`config.mk`:
```
export PLATFORM = sky130hd
export DESIGN_NAME = exp_dma_req_flat
export DESIGN_NICKNAME = d
export VERILOG_FILES = /design/src/rtl/exp_dma_req_pkg.sv /design/src/rtl/exp_dma_req_if.sv /design/src/rtl/exp_dma_req_arb_cnt.sv /design/src/rtl/exp_dma_req.sv /design/src/flat_wrapper.sv
export SDC_FILE = /design/constraint.sdc
export NUM_CORES = 1
export LEC_CHECK = 0
export ABC_AREA = 1
export CORE_MARGIN = 8
export CORE_UTILIZATION = 40
export CTS_CLUSTER_DIAMETER = 40
export DETAILED_ROUTE_END_ITERATION = 6
export PLACE_DENSITY = 0.73
export SLEW_MARGIN = 0
export SYNTH_ARGS = -nofsm -noshare
export SYNTH_HDL_FRONTEND = slang
export SYNTH_HIERARCHICAL = 1
export SYNTH_SLANG_ARGS = --single-unit
```
`constraint.sdc`:
```
create_clock -name i_clk -period 3.47 [get_ports i_clk]
set_input_delay 0.5205 -clock i_clk [delete_from_list [all_inputs] [get_ports i_clk]]
set_output_delay 0.5205 -clock i_clk [all_outputs]
set_load 0.02 [all_outputs]
```
`src/rtl/exp_dma_req_pkg.sv`:
```
// Shared bus-arbitration definitions: DMA requester state encoding,
// tenure / hold-off defaults and the shared counter width.
package exp_dma_req_pkg;

    localparam int DEF_MAX_TENURE = 16;
    localparam int DEF_HOLDOFF    = 4;
    localparam int CNT_W          = 8;

    typedef enum logic [2:0] {
        ST_IDLE      = 3'd0,
        ST_REQ       = 3'd1,
        ST_WAIT_IDLE = 3'd2,
        ST_OWN       = 3'd3,
        ST_RELEASE   = 3'd4,
        ST_HOLD      = 3'd5
    } state_t;

endpackage

```
`src/rtl/exp_dma_req_if.sv`:
```
// Signal bundle between the expansion DMA requester, the 030 bus arbiter
// and the expansion DMA engine.
interface exp_dma_req_if;

    // Handshake: dma_req is a level sampled only in IDLE together with
    // dma_len; exp_br/exp_bg form a request/grant pair, and the engine runs
    // bus cycles only while dma_go is high, reporting each with cycle_done.
    logic       acc_disable;
    logic       as30_n;
    logic       exp_bg;
    logic       dma_req;
    logic [7:0] dma_len;
    logic       cycle_done;
    logic       exp_br;
    logic       dma_go;
    logic       dma_done;
    logic       dma_abort;
    logic [7:0] remain;

    modport master (
        input  acc_disable, as30_n, exp_bg, dma_req, dma_len, cycle_done,
        output exp_br, dma_go, dma_done, dma_abort, remain
    );

    modport slave (
        output acc_disable, as30_n, exp_bg, dma_req, dma_len, cycle_done,
        input  exp_br, dma_go, dma_done, dma_abort, remain
    );

endinterface

```
`src/rtl/exp_dma_req_arb_cnt.sv`:
```
// Clearable up-counter shared by the bus tenure and hold-off timing; the
// two uses never overlap because OWN and HOLD are distinct states.
module arb_cnt
    import exp_dma_req_pkg::*;
(
    input  logic             i_clk,
    input  logic             i_rst_n,
    input  logic             i_clr,
    input  logic             i_inc,
    output logic [CNT_W-1:0] o_count
);

    logic [CNT_W-1:0] r_count;

    always_ff @(posedge i_clk or negedge i_rst_n) begin
        if (!i_rst_n) begin
            r_count <= '0;
        end else if (i_clr) begin
            r_count <= '0;
        end else if (i_inc) begin
            r_count <= r_count + 1'b1;
        end
    end

    assign o_count = r_count;

endmodule

```
`src/rtl/exp_dma_req.sv`:
```
// Expansion DMA bus requester: asks the 030 arbiter for the bus, runs the
// DMA engine in bounded tenures and backs off between tenures.
module exp_dma_req
    import exp_dma_req_pkg::*;
#(
    parameter int MAX_TENURE = DEF_MAX_TENURE,
    parameter int HOLDOFF    = DEF_HOLDOFF
) (
    input  logic              i_clk,
    input  logic              i_rst_n,
    exp_dma_req_if.master     bus,
    output state_t            o_state
);

    localparam logic [CNT_W-1:0] TENURE_LAST = CNT_W'(MAX_TENURE - 1);
    localparam logic [CNT_W-1:0] HOLD_LAST   = CNT_W'(HOLDOFF - 1);

    state_t     r_state;
    logic       r_exp_br;
    logic       r_dma_go;
    logic       r_dma_done;
    logic       r_dma_abort;
    logic [7:0] r_remain;

    logic             w_bg;
    logic             w_hit;
    logic             w_last;
    logic             w_tenure_end;
    logic             w_enter_own;
    logic             w_enter_hold;
    logic             w_hold_end;
    logic             w_cnt_clr;
    logic             w_cnt_inc;
    logic [CNT_W-1:0] w_cnt;
    logic [7:0]       w_remain_nxt;

    // The strap masks the grant so a stale grant can never start a tenure.
    assign w_bg         = bus.exp_bg & ~bus.acc_disable;
    assign w_hit        = (r_state == ST_OWN) && bus.cycle_done && (r_remain != 8'd0);
    assign w_remain_nxt = r_remain - {7'd0, w_hit};
    assign w_last       = w_hit && (r_remain == 8'd1);
    assign w_tenure_end = w_hit && (w_cnt == TENURE_LAST);
    assign w_enter_own  = ((r_state == ST_REQ) || (r_state == ST_WAIT_IDLE)) && w_bg && bus.as30_n;
    assign w_enter_hold = (r_state == ST_RELEASE) && !w_bg;
    assign w_hold_end   = (r_state == ST_HOLD) && (w_cnt == HOLD_LAST);
    assign w_cnt_clr    = bus.acc_disable || w_enter_own || w_enter_hold;
    assign w_cnt_inc    = w_hit || ((r_state == ST_HOLD) && !w_hold_end);

    arb_cnt u_cnt (
        .i_clk   (i_clk),
        .i_rst_n (i_rst_n),
        .i_clr   (w_cnt_clr),
        .i_inc   (w_cnt_inc),
        .o_count (w_cnt)
    );

    always_ff @(posedge i_clk or negedge i_rst_n) begin
        if (!i_rst_n) begin
            r_state     <= ST_IDLE;
            r_exp_br    <= 1'b0;
            r_dma_go    <= 1'b0;
            r_dma_done  <= 1'b0;
            r_dma_abort <= 1'b0;
            r_remain    <= 8'd0;
        end else begin
            r_dma_done  <= 1'b0;
            r_dma_abort <= 1'b0;
            if (bus.acc_disable) begin
                r_state     <= ST_IDLE;
                r_exp_br    <= 1'b0;
                r_dma_go    <= 1'b0;
                r_remain    <= 8'd0;
                r_dma_abort <= (r_remain != 8'd0);
            end else begin
                case (r_state)
                    ST_IDLE: begin
                        if (bus.dma_req && (bus.dma_len != 8'd0)) begin
                            r_remain <= bus.dma_len;
                            r_state  <= ST_REQ;
                            r_exp_br <= 1'b1;
                        end
                    end
                    ST_REQ: begin
                        if (w_enter_own) begin
                            r_state  <= ST_OWN;
                            r_dma_go <= 1'b1;
                        end else if (w_bg) begin
                            r_state <= ST_WAIT_IDLE;
                        end
                    end
                    ST_WAIT_IDLE: begin
                        if (!w_bg) begin
                            r_state <= ST_REQ;
                        end else if (bus.as30_n) begin
                            r_state  <= ST_OWN;
                            r_dma_go <= 1'b1;
                        end
                    end
                    ST_OWN: begin
                        // A final cycle completing as the grant drops counts as done.
                        r_remain <= w_remain_nxt;
                        if (w_last) begin
                            r_state    <= ST_RELEASE;
                            r_dma_go   <= 1'b0;
                            r_exp_br   <= 1'b0;
                            r_dma_done <= 1'b1;
                        end else if (!w_bg) begin
                            r_state     <= ST_RELEASE;
                            r_dma_go    <= 1'b0;
                            r_exp_br    <= 1'b0;
                            r_dma_abort <= 1'b1;
                        end else if (w_tenure_end) begin
                            r_state  <= ST_RELEASE;
                            r_dma_go <= 1'b0;
                            r_exp_br <= 1'b0;
                        end
                    end
                    ST_RELEASE: begin
                        r_exp_br <= 1'b0;
                        if (!w_bg) begin
                            r_state <= ST_HOLD;
                        end
                    end
                    ST_HOLD: begin
                        if (w_hold_end) begin
                            if (r_remain != 8'd0) begin
                                r_state  <= ST_REQ;
                                r_exp_br <= 1'b1;
                            end else begin
                                r_state <= ST_IDLE;
                            end
                        end
                    end
                    default: begin
                        r_state  <= ST_IDLE;
                        r_exp_br <= 1'b0;
                        r_dma_go <= 1'b0;
                    end
                endcase
            end
        end
    end

    assign bus.exp_br    = r_exp_br;
    assign bus.dma_go    = r_dma_go;
    assign bus.dma_done  = r_dma_done;
    assign bus.dma_abort = r_dma_abort;
    assign bus.remain    = r_remain;
    assign o_state       = r_state;

endmodule

```
`src/flat_wrapper.sv`:
```
// flat-port wrapper written by rule: the top's interface ports become plain ports
module exp_dma_req_flat import exp_dma_req_pkg::*;
#(
    parameter int MAX_TENURE = DEF_MAX_TENURE,
    parameter int HOLDOFF    = DEF_HOLDOFF
)
  (i_clk, i_rst_n, o_state, bus_acc_disable, bus_as30_n, bus_exp_bg, bus_dma_req, bus_dma_len, bus_cycle_done, bus_exp_br, bus_dma_go, bus_dma_done, bus_dma_abort, bus_remain);
  exp_dma_req_if bus_i ();
  input  logic i_clk;
  input  logic i_rst_n;
  output state_t o_state;
  input wire logic [$bits(bus_i.acc_disable)-1:0] bus_acc_disable;
  input wire logic [$bits(bus_i.as30_n)-1:0] bus_as30_n;
  input wire logic [$bits(bus_i.exp_bg)-1:0] bus_exp_bg;
  input wire logic [$bits(bus_i.dma_req)-1:0] bus_dma_req;
  input wire logic [$bits(bus_i.dma_len)-1:0] bus_dma_len;
  input wire logic [$bits(bus_i.cycle_done)-1:0] bus_cycle_done;
  output wire logic [$bits(bus_i.exp_br)-1:0] bus_exp_br;
  output wire logic [$bits(bus_i.dma_go)-1:0] bus_dma_go;
  output wire logic [$bits(bus_i.dma_done)-1:0] bus_dma_done;
  output wire logic [$bits(bus_i.dma_abort)-1:0] bus_dma_abort;
  output wire logic [$bits(bus_i.remain)-1:0] bus_remain;
  assign bus_i.acc_disable = bus_acc_disable;
  assign bus_i.as30_n = bus_as30_n;
  assign bus_i.exp_bg = bus_exp_bg;
  assign bus_i.dma_req = bus_dma_req;
  assign bus_i.dma_len = bus_dma_len;
  assign bus_i.cycle_done = bus_cycle_done;
  assign bus_exp_br = bus_i.exp_br;
  assign bus_dma_go = bus_i.dma_go;
  assign bus_dma_done = bus_i.dma_done;
  assign bus_dma_abort = bus_i.dma_abort;
  assign bus_remain = bus_i.remain;
  exp_dma_req #(.MAX_TENURE(MAX_TENURE), .HOLDOFF(HOLDOFF)) u_core (.i_clk(i_clk), .i_rst_n(i_rst_n), .bus(bus_i), .o_state(o_state));
endmodule
```
==> job_summary.md <==
## PnR job results

| Metric | Value |
|---|---|
| Critical path depth | 12 |
| CP Class | primary input to flip-flop |
| Setup TNS | 0 ns |
| CTS tree | built |
| Mean Syn Cell Area | approximately 6.7 µm² |
| Drc violations | 0 |
| Total GRT Usage | 13.50% |
| N_diodes | 0 |
| Yosys top cell by area | dfrtp_1 |
| Inverters | 32 |
| Largest family of logic cells by area | simple AND/OR/NAND/NOR gates |
| Maximum clock path buffer count | 2 |
| Met2 WL post-DR | ~1800 µm |
| Met2 Usage GRT | a little over a fifth |
| Hold path depth | 2 |
| Flop2flop setup slack | between 1 and 1.5 ns |
| Ys Warns | 6 |
| Clk slew on worst S/H paths | roughly 0.08 ns |
| GP Congestion | about 0.86 |
| Fmax | between 400 and 500 MHz |
| Top Layout Cells | nand2_1 (68), nor2_1 (35), clkdlybuf4s50_1 (29), inv_1 (29), dfrtp_1 (23) |
| Delay-heaviest family, CP | buffers and inverters |
| Most used routing layer | met2 |
| Area leader share | 34.48% |
| P&R area growth vs syn | 21.21% |
| Hold-fix buffers, CTS | 0 |
| Unrepaired setup endpoints after global routing | no |
| Final min period | between 2 and 2.5 ns |
| Full die area | about 6500 µm² |
| Non-CTS buffers | 29 |
| Hold Startpoint | u_core/bus.exp_br |
| Initial antenna violation count | 0 |
| Post-CTS Setup Inserts | 0 |
| Post-cts sizing count | 0 |
| CTS HTree Levels | 1 |
| PortBufs | 29 |
| Die Y | 80.60 µm |
| Top area cell types | dfrtp_1 (34%), nand2_1 (15%), nor2_1 (7.9%) |
| Final Cell Area | around 2000 µm² |
| Mean routed wirelength per cell | 12.30 µm |
| Setup WS post-layout | between 1 and 1.5 ns |
| M1 WL | about 1900 µm |
| Main flop type | dfrtp_1 |
| Status | completed |
| I/O pin cnt | 30 |
==> where the power goes <==
| part | switching, mW | internal, mW | leakage, nW |
|---|---|---|---|
| clock network | 0.0879 | 0.0820 | 0.0228 |
| logic | 0.388 | 0.249 | 0.608 |
| registers | 0.0820 | 0.331 | 0.308 |
| total | 0.558 | 0.662 | 0.939 |
==> synth_stat cells (2+ instances only) <==
master,instances
nor2_4,3
nand2_1,68
o21ai_0,12
ha_1,3
o22ai_1,7
dfrtp_1,23
buf_4,3
a21oi_1,10
o21ai_1,2
nor2_2,4
nand4_1,7
buf_2,2
inv_2,3
inv_1,29
xor2_1,2
nand2_2,2
nand3b_1,2
nor2_1,35
nand3_2,4
nand3_1,20
==> worst min-delay path, stage by stage (launching register included) <==
cell and delay (ns):
dfrtp_1 0.35, nand2_1 0.05, nand2_1 0.05
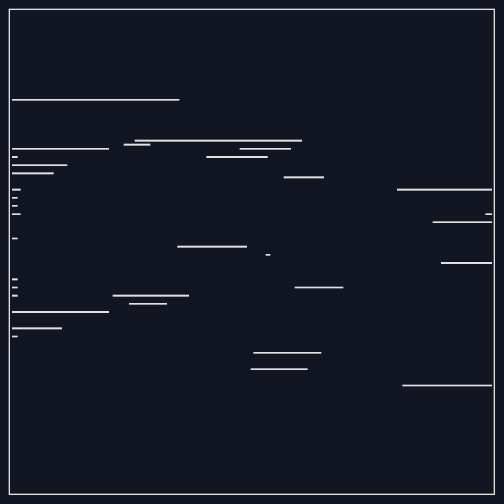
**Above:** met3 routing.
Drawn at 6 px/µm.
nets with wire on the layer: 30
share of all routed wire: 6.4%
DRT Wirelength: 3998 µm
grt met3 use: 3.795%
vias after detailed routing: 1627

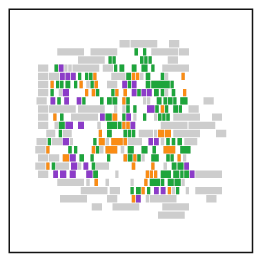
**Above:** logic cells by family.
Drawn at 3 px/µm.
| colour | family | cells |
|---|---|---|
| purple | inverting AOI/OAI gates | 34 |
| green | NAND gates | 104 |
| orange | NOR gates | 43 |
Commonest Layout Cell: nand2_1
Comb/total area: 45.95%
fin cells: 325

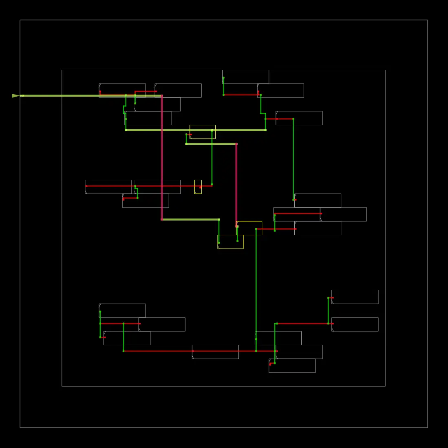
**Above:** clock wiring as the flow saved it.
clk_skew: 0.005270 ns
clock latency on the worst-skew pair: 0.27 ns
flip-flops: 23

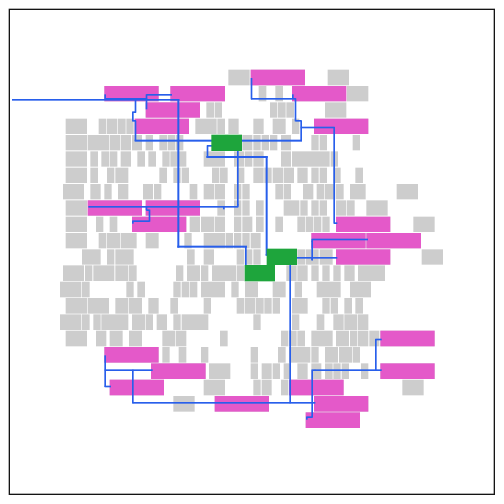
**Above:** clock distribution.
Drawn at 6 px/µm.
[green] cells driving clock nets | count: 3
[magenta] flip-flops | count: 23
[blue] clock wires | length: 354 µm
routed clock nets: 4

No activity file was given, so power comes from the tool's default toggle rates.
